<file path="config.mk">
export PLATFORM = sky130hd
export DESIGN_NAME = shared_reg_arbiter_flat
export DESIGN_NICKNAME = d
export VERILOG_FILES = /design/src/rtl/shared_reg_arbiter_pkg.sv /design/src/rtl/shared_reg_arbiter_if.sv /design/src/rtl/shared_reg_arbiter_rr_pick.sv /design/src/rtl/shared_reg_arbiter.sv /design/src/flat_wrapper.sv
export SDC_FILE = /design/constraint.sdc
export NUM_CORES = 1
export LEC_CHECK = 0
export CORE_MARGIN = 5
export CORE_UTILIZATION = 46
export DETAILED_ROUTE_END_ITERATION = 8
export GPL_TIMING_DRIVEN = 1
export HOLD_SLACK_MARGIN = 0.06
export PLACE_DENSITY_LB_ADDON = 0.2
export SLEW_MARGIN = 20
export SYNTH_ARGS = -nofsm -noshare
export SYNTH_HDL_FRONTEND = slang
export SYNTH_SLANG_ARGS = --single-unit
</file>
<file path="constraint.sdc">
create_clock -name clk -period 3.2 [get_ports clk]
set_input_delay 0.8 -clock clk [delete_from_list [all_inputs] [get_ports clk]]
set_output_delay 0.8 -clock clk [all_outputs]
set_load 0.03 [all_outputs]
</file>
<file path="src/rtl/shared_reg_arbiter_pkg.sv">
// Shared types and defaults for the shared_reg_arbiter slice.
// Optional burst-lock feature is enabled with SHARED_REG_LOCK_EN.
package shared_reg_pkg;

    typedef enum logic [0:0] {
        IDLE  = 1'b0,
        GRANT = 1'b1
    } state_t;

    localparam int unsigned DEF_N         = 4;
    localparam int unsigned DEF_W         = 4;
    localparam int unsigned DEF_MAX_BURST = 4;

    // Index width that stays at least one bit wide for tiny counts.
    function automatic int unsigned idx_w(input int unsigned n);
        return (n > 1) ? $clog2(n) : 1;
    endfunction

    localparam int unsigned DEF_IDX_W = idx_w(DEF_N);

endpackage

</file>
<file path="src/rtl/shared_reg_arbiter_if.sv">
// Requester-side bus of the shared register arbiter: requests/data in, grant and stored state out.
// Lock wires are present in every build; SHARED_REG_LOCK_EN decides whether the arbiter reads them.
interface shared_reg_arbiter_if
    import shared_reg_pkg::*;
#(
    parameter int unsigned N = DEF_N,
    parameter int unsigned W = DEF_W
);

    logic [N-1:0]        req;
    logic [N-1:0]        lock;
    logic [N*W-1:0]      wdata;
    logic [N-1:0]        gnt;
    logic [W-1:0]        q;
    logic [idx_w(N)-1:0] owner;
    logic                q_valid;
    logic                busy;

    modport master (
        output req, lock, wdata,
        input  gnt, q, owner, q_valid, busy
    );

    modport slave (
        input  req, lock, wdata,
        output gnt, q, owner, q_valid, busy
    );

endinterface

</file>
<file path="src/rtl/shared_reg_arbiter_rr_pick.sv">
// Combinational round-robin picker: first set request scanning upward from ptr+1, modulo N.
// Used by shared_reg_arbiter (SHARED_REG_LOCK_EN does not affect this block).
module rr_pick
    import shared_reg_pkg::*;
#(
    parameter int unsigned N  = DEF_N,
    parameter int unsigned IW = idx_w(N)
) (
    input  logic [N-1:0]  req,
    input  logic [IW-1:0] ptr,
    output logic [N-1:0]  onehot,
    output logic [IW-1:0] idx,
    output logic          valid
);

    int unsigned cand;

    always_comb begin
        onehot = '0;
        idx    = '0;
        valid  = 1'b0;
        cand   = 0;
        for (int unsigned k = 1; k <= N; k++) begin
            cand = (32'(ptr) + k) % N;
            if (!valid && req[cand[IW-1:0]]) begin
                valid                = 1'b1;
                idx                  = cand[IW-1:0];
                onehot[cand[IW-1:0]] = 1'b1;
            end
        end
    end

endmodule

</file>
<file path="src/rtl/shared_reg_arbiter.sv">
// Round-robin write arbiter for one shared W-bit register; one grant at a time, one-hot grant = write ack.
// Define SHARED_REG_LOCK_EN to let a locked owner keep GRANT for up to MAX_BURST consecutive writes.
module shared_reg_arbiter
    import shared_reg_pkg::*;
#(
    parameter int unsigned N         = DEF_N,
    parameter int unsigned W         = DEF_W,
    parameter int unsigned MAX_BURST = DEF_MAX_BURST
) (
    input  logic                 clk,
    input  logic                 reset,
    shared_reg_arbiter_if.slave  bus
);

    localparam int unsigned IW = idx_w(N);

    state_t          state, state_nxt;
    logic [N-1:0]    gnt_r, gnt_nxt;
    logic [IW-1:0]   winner, winner_nxt;
    logic [IW-1:0]   ptr, ptr_nxt;
    logic [IW-1:0]   owner_r, owner_nxt;
    logic [W-1:0]    q_r, q_nxt;
    logic            q_valid_r, q_valid_nxt;

    logic [N-1:0]    pick_onehot;
    logic [IW-1:0]   pick_idx;
    logic            pick_valid;
    logic            win_req;
    logic [W-1:0]    win_data;
    logic            cont;

    rr_pick #(.N(N), .IW(IW)) u_pick (
        .req    (bus.req),
        .ptr    (ptr),
        .onehot (pick_onehot),
        .idx    (pick_idx),
        .valid  (pick_valid)
    );

    assign win_req  = bus.req[winner];
    assign win_data = bus.wdata[32'(winner) * W +: W];

`ifdef SHARED_REG_LOCK_EN
    localparam int unsigned BW = idx_w(MAX_BURST);
    logic [BW-1:0] burst, burst_nxt;

    // A continued cycle keeps the same winner and commits another write next edge.
    assign cont = (state == GRANT) && bus.lock[winner] && win_req
                  && (32'(burst) + 1 < MAX_BURST);

    always_comb begin
        burst_nxt = '0;
        if (cont) begin
            burst_nxt = burst + 1'b1;
        end
    end

    always_ff @(posedge clk or posedge reset) begin
        if (reset) begin
            burst <= '0;
        end else begin
            burst <= burst_nxt;
        end
    end
`else
    logic unused_lock;
    assign unused_lock = ^{bus.lock, 32'(MAX_BURST)};
    assign cont        = 1'b0;
`endif

    always_comb begin
        state_nxt   = state;
        gnt_nxt     = gnt_r;
        winner_nxt  = winner;
        ptr_nxt     = ptr;
        q_nxt       = q_r;
        owner_nxt   = owner_r;
        q_valid_nxt = q_valid_r;
        unique case (state)
            IDLE: begin
                if (pick_valid) begin
                    state_nxt  = GRANT;
                    gnt_nxt    = pick_onehot;
                    winner_nxt = pick_idx;
                end
            end
            GRANT: begin
                // Pointer advances even on a cancelled write so the dropper loses its turn.
                ptr_nxt = winner;
                if (win_req) begin
                    q_nxt       = win_data;
                    owner_nxt   = winner;
                    q_valid_nxt = 1'b1;
                end
                if (!cont) begin
                    state_nxt = IDLE;
                    gnt_nxt   = '0;
                end
            end
            default: begin
                state_nxt = IDLE;
                gnt_nxt   = '0;
            end
        endcase
    end

    always_ff @(posedge clk or posedge reset) begin
        if (reset) begin
            state     <= IDLE;
            gnt_r     <= '0;
            winner    <= '0;
            ptr       <= IW'(N - 1);
            owner_r   <= '0;
            q_r       <= '0;
            q_valid_r <= 1'b0;
        end else begin
            state     <= state_nxt;
            gnt_r     <= gnt_nxt;
            winner    <= winner_nxt;
            ptr       <= ptr_nxt;
            owner_r   <= owner_nxt;
            q_r       <= q_nxt;
            q_valid_r <= q_valid_nxt;
        end
    end

    assign bus.gnt     = gnt_r;
    assign bus.q       = q_r;
    assign bus.owner   = owner_r;
    assign bus.q_valid = q_valid_r;
    assign bus.busy    = (state == GRANT);

endmodule
</file>
<file path="src/flat_wrapper.sv">
// flat-port wrapper written by rule: the top's interface ports become plain ports
module shared_reg_arbiter_flat import shared_reg_pkg::*;
#(
    parameter int unsigned N         = DEF_N,
    parameter int unsigned W         = DEF_W,
    parameter int unsigned MAX_BURST = DEF_MAX_BURST
)
  (clk, reset, bus_req, bus_lock, bus_wdata, bus_gnt, bus_q, bus_owner, bus_q_valid, bus_busy);
  shared_reg_arbiter_if #(.N(N), .W(W)) bus_i ();
  input  logic clk;
  input  logic reset;
  input wire logic [$bits(bus_i.req)-1:0] bus_req;
  input wire logic [$bits(bus_i.lock)-1:0] bus_lock;
  input wire logic [$bits(bus_i.wdata)-1:0] bus_wdata;
  output wire logic [$bits(bus_i.gnt)-1:0] bus_gnt;
  output wire logic [$bits(bus_i.q)-1:0] bus_q;
  output wire logic [$bits(bus_i.owner)-1:0] bus_owner;
  output wire logic [$bits(bus_i.q_valid)-1:0] bus_q_valid;
  output wire logic [$bits(bus_i.busy)-1:0] bus_busy;
  assign bus_i.req = bus_req;
  assign bus_i.lock = bus_lock;
  assign bus_i.wdata = bus_wdata;
  assign bus_gnt = bus_i.gnt;
  assign bus_q = bus_i.q;
  assign bus_owner = bus_i.owner;
  assign bus_q_valid = bus_i.q_valid;
  assign bus_busy = bus_i.busy;
  shared_reg_arbiter #(.N(N), .W(W), .MAX_BURST(MAX_BURST)) u_core (.clk(clk), .reset(reset), .bus(bus_i));
endmodule
</file>
Fig. 1: sizing map
(8 px per um)
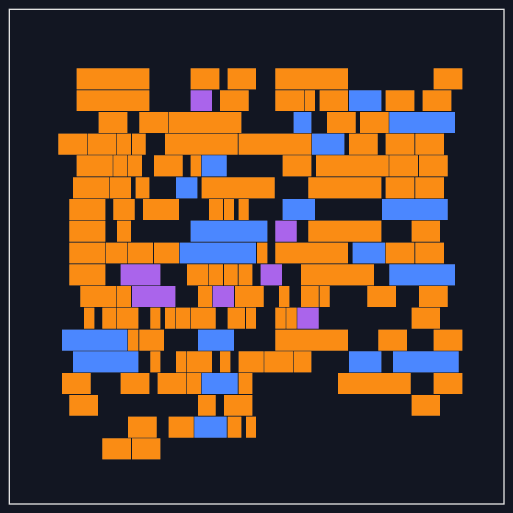
| color | size | cells | share |
|---|---|---|---|
| purple | drive 3 to 4 | 7 | 4.9% |
| orange | drive 1 or less | 116 | 82% |
| blue | drive 2 | 19 | 13% |
post-route cell area: 1564 sq um
post-route setup slack: 0.4904 ns
layout-stage area growth over the synthesis result: 27.42%

==> flow.log <==
[flow] collecting metrics
INFO  metric outcome = completed
INFO  metric power.density_cell_area = 893.4 nW/um^2
INFO  metric seq_area = 402.9 sq um
INFO  metric power_switching = 0.0006160 W
INFO  metric setup.worst_path.start_class = flip-flop
INFO  metric non_clock_buffer_count_in_the_final_layout = 35
INFO  metric static_leak = 0.6359 nW
INFO  metric enable_flop_cells = 0
INFO  metric post-route-drc-count = 0
INFO  metric critPathCaptureType = flip-flop
INFO  metric min_period_over_period = 84.67%
INFO  metric nWellTaps = 30
INFO  metric clkSlewWorstSetupHoldPaths = 0.09 ns
INFO  metric post_synth_ao_oa_area_fraction = 19.37%
INFO  metric lay_top_cells = sky130_fd_sc_hd__clkdlybuf4s50_1 (33), sky130_fd_sc_hd__dfrtp_1 (14), sky130_fd_sc_hd__o21ai_0 (10), sky130_fd_sc_hd__ha_1 (8)
INFO  metric top_area_cell_class = multi-input combinational cells
INFO  metric synthesized_instance_count = 111
INFO  metric syn_avg_cell_area = 11.06 sq um
INFO  metric synth-warning-count = 0
INFO  metric grt_use_met3 = 3.774%
INFO  metric gr-usage-met2 = 26.91%
INFO  metric power.group.top = combinational logic
INFO  metric largest_area_cell = sky130_fd_sc_hd__dfrtp_1
INFO  metric ys_seq_share = 32.82%
INFO  metric hold_path_end = u_core.bus.q_valid
INFO  metric placementRows = 18
INFO  metric cp.arrival = 2.89 ns
INFO  metric critical_path_class = reg2reg
INFO  metric worstPathRequired = 3.38 ns
INFO  metric met3_length = 268 um
INFO  metric met2WireLength = 1355 um
INFO  metric final_setup_violation_count = 0
INFO  metric tritoncts_num_sinks = 16
INFO  metric htreeDepth = 1
INFO  metric power.combinational.total = 0.000897 W
INFO  metric max_clock_freq = 369.1 MHz
INFO  metric combAreaFraction = 46.64%
INFO  metric setup_total_negative_slack = 0 ns
INFO  metric cp-endpoint = u_core.bus.gnt[2]
INFO  metric initialDrtViolationCount = 35
INFO  metric routed.top_layer = met4
INFO  metric fin_skew = 0.008634 ns
INFO  metric synth_largest_type_area_fraction = 28.54%
INFO  metric fin_worst_hold_slack = 0.4784 ns
INFO  metric seq-power = 0.000391 W
INFO  metric yosys.cell_types.count = 35
INFO  metric top_usage_layer = met2
INFO  metric initial_core_util = 48.66%
INFO  metric internal-power = 0.0007812 W
INFO  metric die_width = 61.66 um
INFO  metric drive_gt1_share = 18.31%
INFO  metric seqPwrFrac = 28.0%
INFO  metric multiInputGateArea = 729.5 sq um
INFO  metric max_cap_violations = 0
INFO  metric timing.rr.start = u_core.ptr[1]
INFO  metric post_synth_main_logic_family = multiplexers
INFO  metric routedLengthMet1 = 1148 um
INFO  metric worst_r2r_dst = u_core.bus.gnt[2]
INFO  metric chip_area_line_of_the_yosys_report = 1227 sq um
INFO  metric grt.met1_usage = 18.56%
INFO  metric top_cells_by_count = sky130_fd_sc_hd__dfrtp_1 (14), sky130_fd_sc_hd__o21ai_0 (10), sky130_fd_sc_hd__ha_1 (8)
INFO  metric pre_cts_ws = 0.3944 ns
INFO  metric placement.cell_area = 1538 sq um
INFO  metric nonclk_buf_share = 22.08%
INFO  metric core_area = 2522 sq um
INFO  metric rr_worst_depth = 7
INFO  metric tightest_slew = 0.5792 ns
INFO  metric p_sw_share = 44.09%
INFO  metric finalWorstPathRequiredPeriod = 2.710 ns
INFO  metric critical-path-top-delay-family = flip-flops
INFO  metric synth_top_flop_cell = sky130_fd_sc_hd__dfrtp_1
INFO  metric max-clock-path-buffers = 2
INFO  metric total_power = 0.001397 W
INFO  metric antenna_violations_before_repair = 0
INFO  metric final_cells = 172
INFO  metric timing.final.max_slew_violations = 0
INFO  metric cts_tree = yes
INFO  metric path_max_fanout = 12
INFO  metric max-slew-margin-rel = 61.34%
INFO  metric routedWlPerCell = 16.49 um
INFO  metric clockNetworkPower = 0.000109 W
INFO  metric comb_cells = 81
INFO  metric num-nonclk-inverters = 6
INFO  metric grt_use_total = 15.92%
INFO  metric cts_buffers = 3
INFO  metric min-delay-start = u_core.bus.q_valid
INFO  metric clockPowerShare = 7.8%
INFO  metric die_height = 61.66 um
INFO  metric yosys_register_bits = 16
INFO  metric synth.area.mux_share = 21.81%
INFO  metric share_of_power_burned_in_combinational_logic = 64.2%
INFO  metric timing.critical_path.depth = 7
INFO  metric postCtsHoldBufs = 0
INFO  metric ys_sh_adder = 8.155%
INFO  metric ys_top_cells_by_area = sky130_fd_sc_hd__dfrtp_1 (29%), sky130_fd_sc_hd__mux4_2 (11%), sky130_fd_sc_hd__ha_1 (8.2%), sky130_fd_sc_hd__mux2_2 (5.5%), sky130_fd_sc_hd__dfstp_2 (4.3%)
INFO  metric fill_cells = 231
INFO  metric hold-path-cell-count = 1
INFO  metric async_flop_share = 100.0%
INFO  metric grt_pass1_wl = 4478 um
INFO  metric clock_latency_at_the_later_pin_of_the_worst_skew_pair = 0.29 ns
INFO  metric warning_count = 37
INFO  metric dieArea = 3801 sq um
INFO  metric ant_nets = 0
INFO  metric grt_max_degree = 17
INFO  metric max_stage_delay = 0.67 ns
INFO  metric netlist.top_cell.by_instances = sky130_fd_sc_hd__dfrtp_1
INFO  metric post_detailed_placement_half_perimeter_wirelength = 2187 um
INFO  metric finalHoldViolCount = 0
INFO  metric synthXorXnorAreaFrac = 0%
INFO  metric worstHoldPathType = reg2reg
INFO  metric yosys-stat-cells = 111
INFO  metric synth_nets = 145
INFO  metric worstSetupStartpoint = u_core.ptr[1]
INFO  metric port_buffers = 33
INFO  metric dp_cells = 168
INFO  metric post_cts_resized = 0
INFO  metric final.clkbuf_count = 4
INFO  metric globalplace.congestion = 0.8443
INFO  metric design.seq.count = 16
INFO  metric reg2reg_setup_slack = 0.49 ns
Fig. 2: met2 routing
(6 px per um)
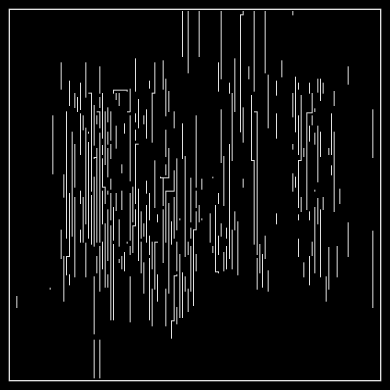
main direction: vertical
longest straight run: 23.8 um
share of all routed wire: 48%
wire length on this layer: 1360 um

Power figures rest on the tool's default switching activity, not on a simulated workload.
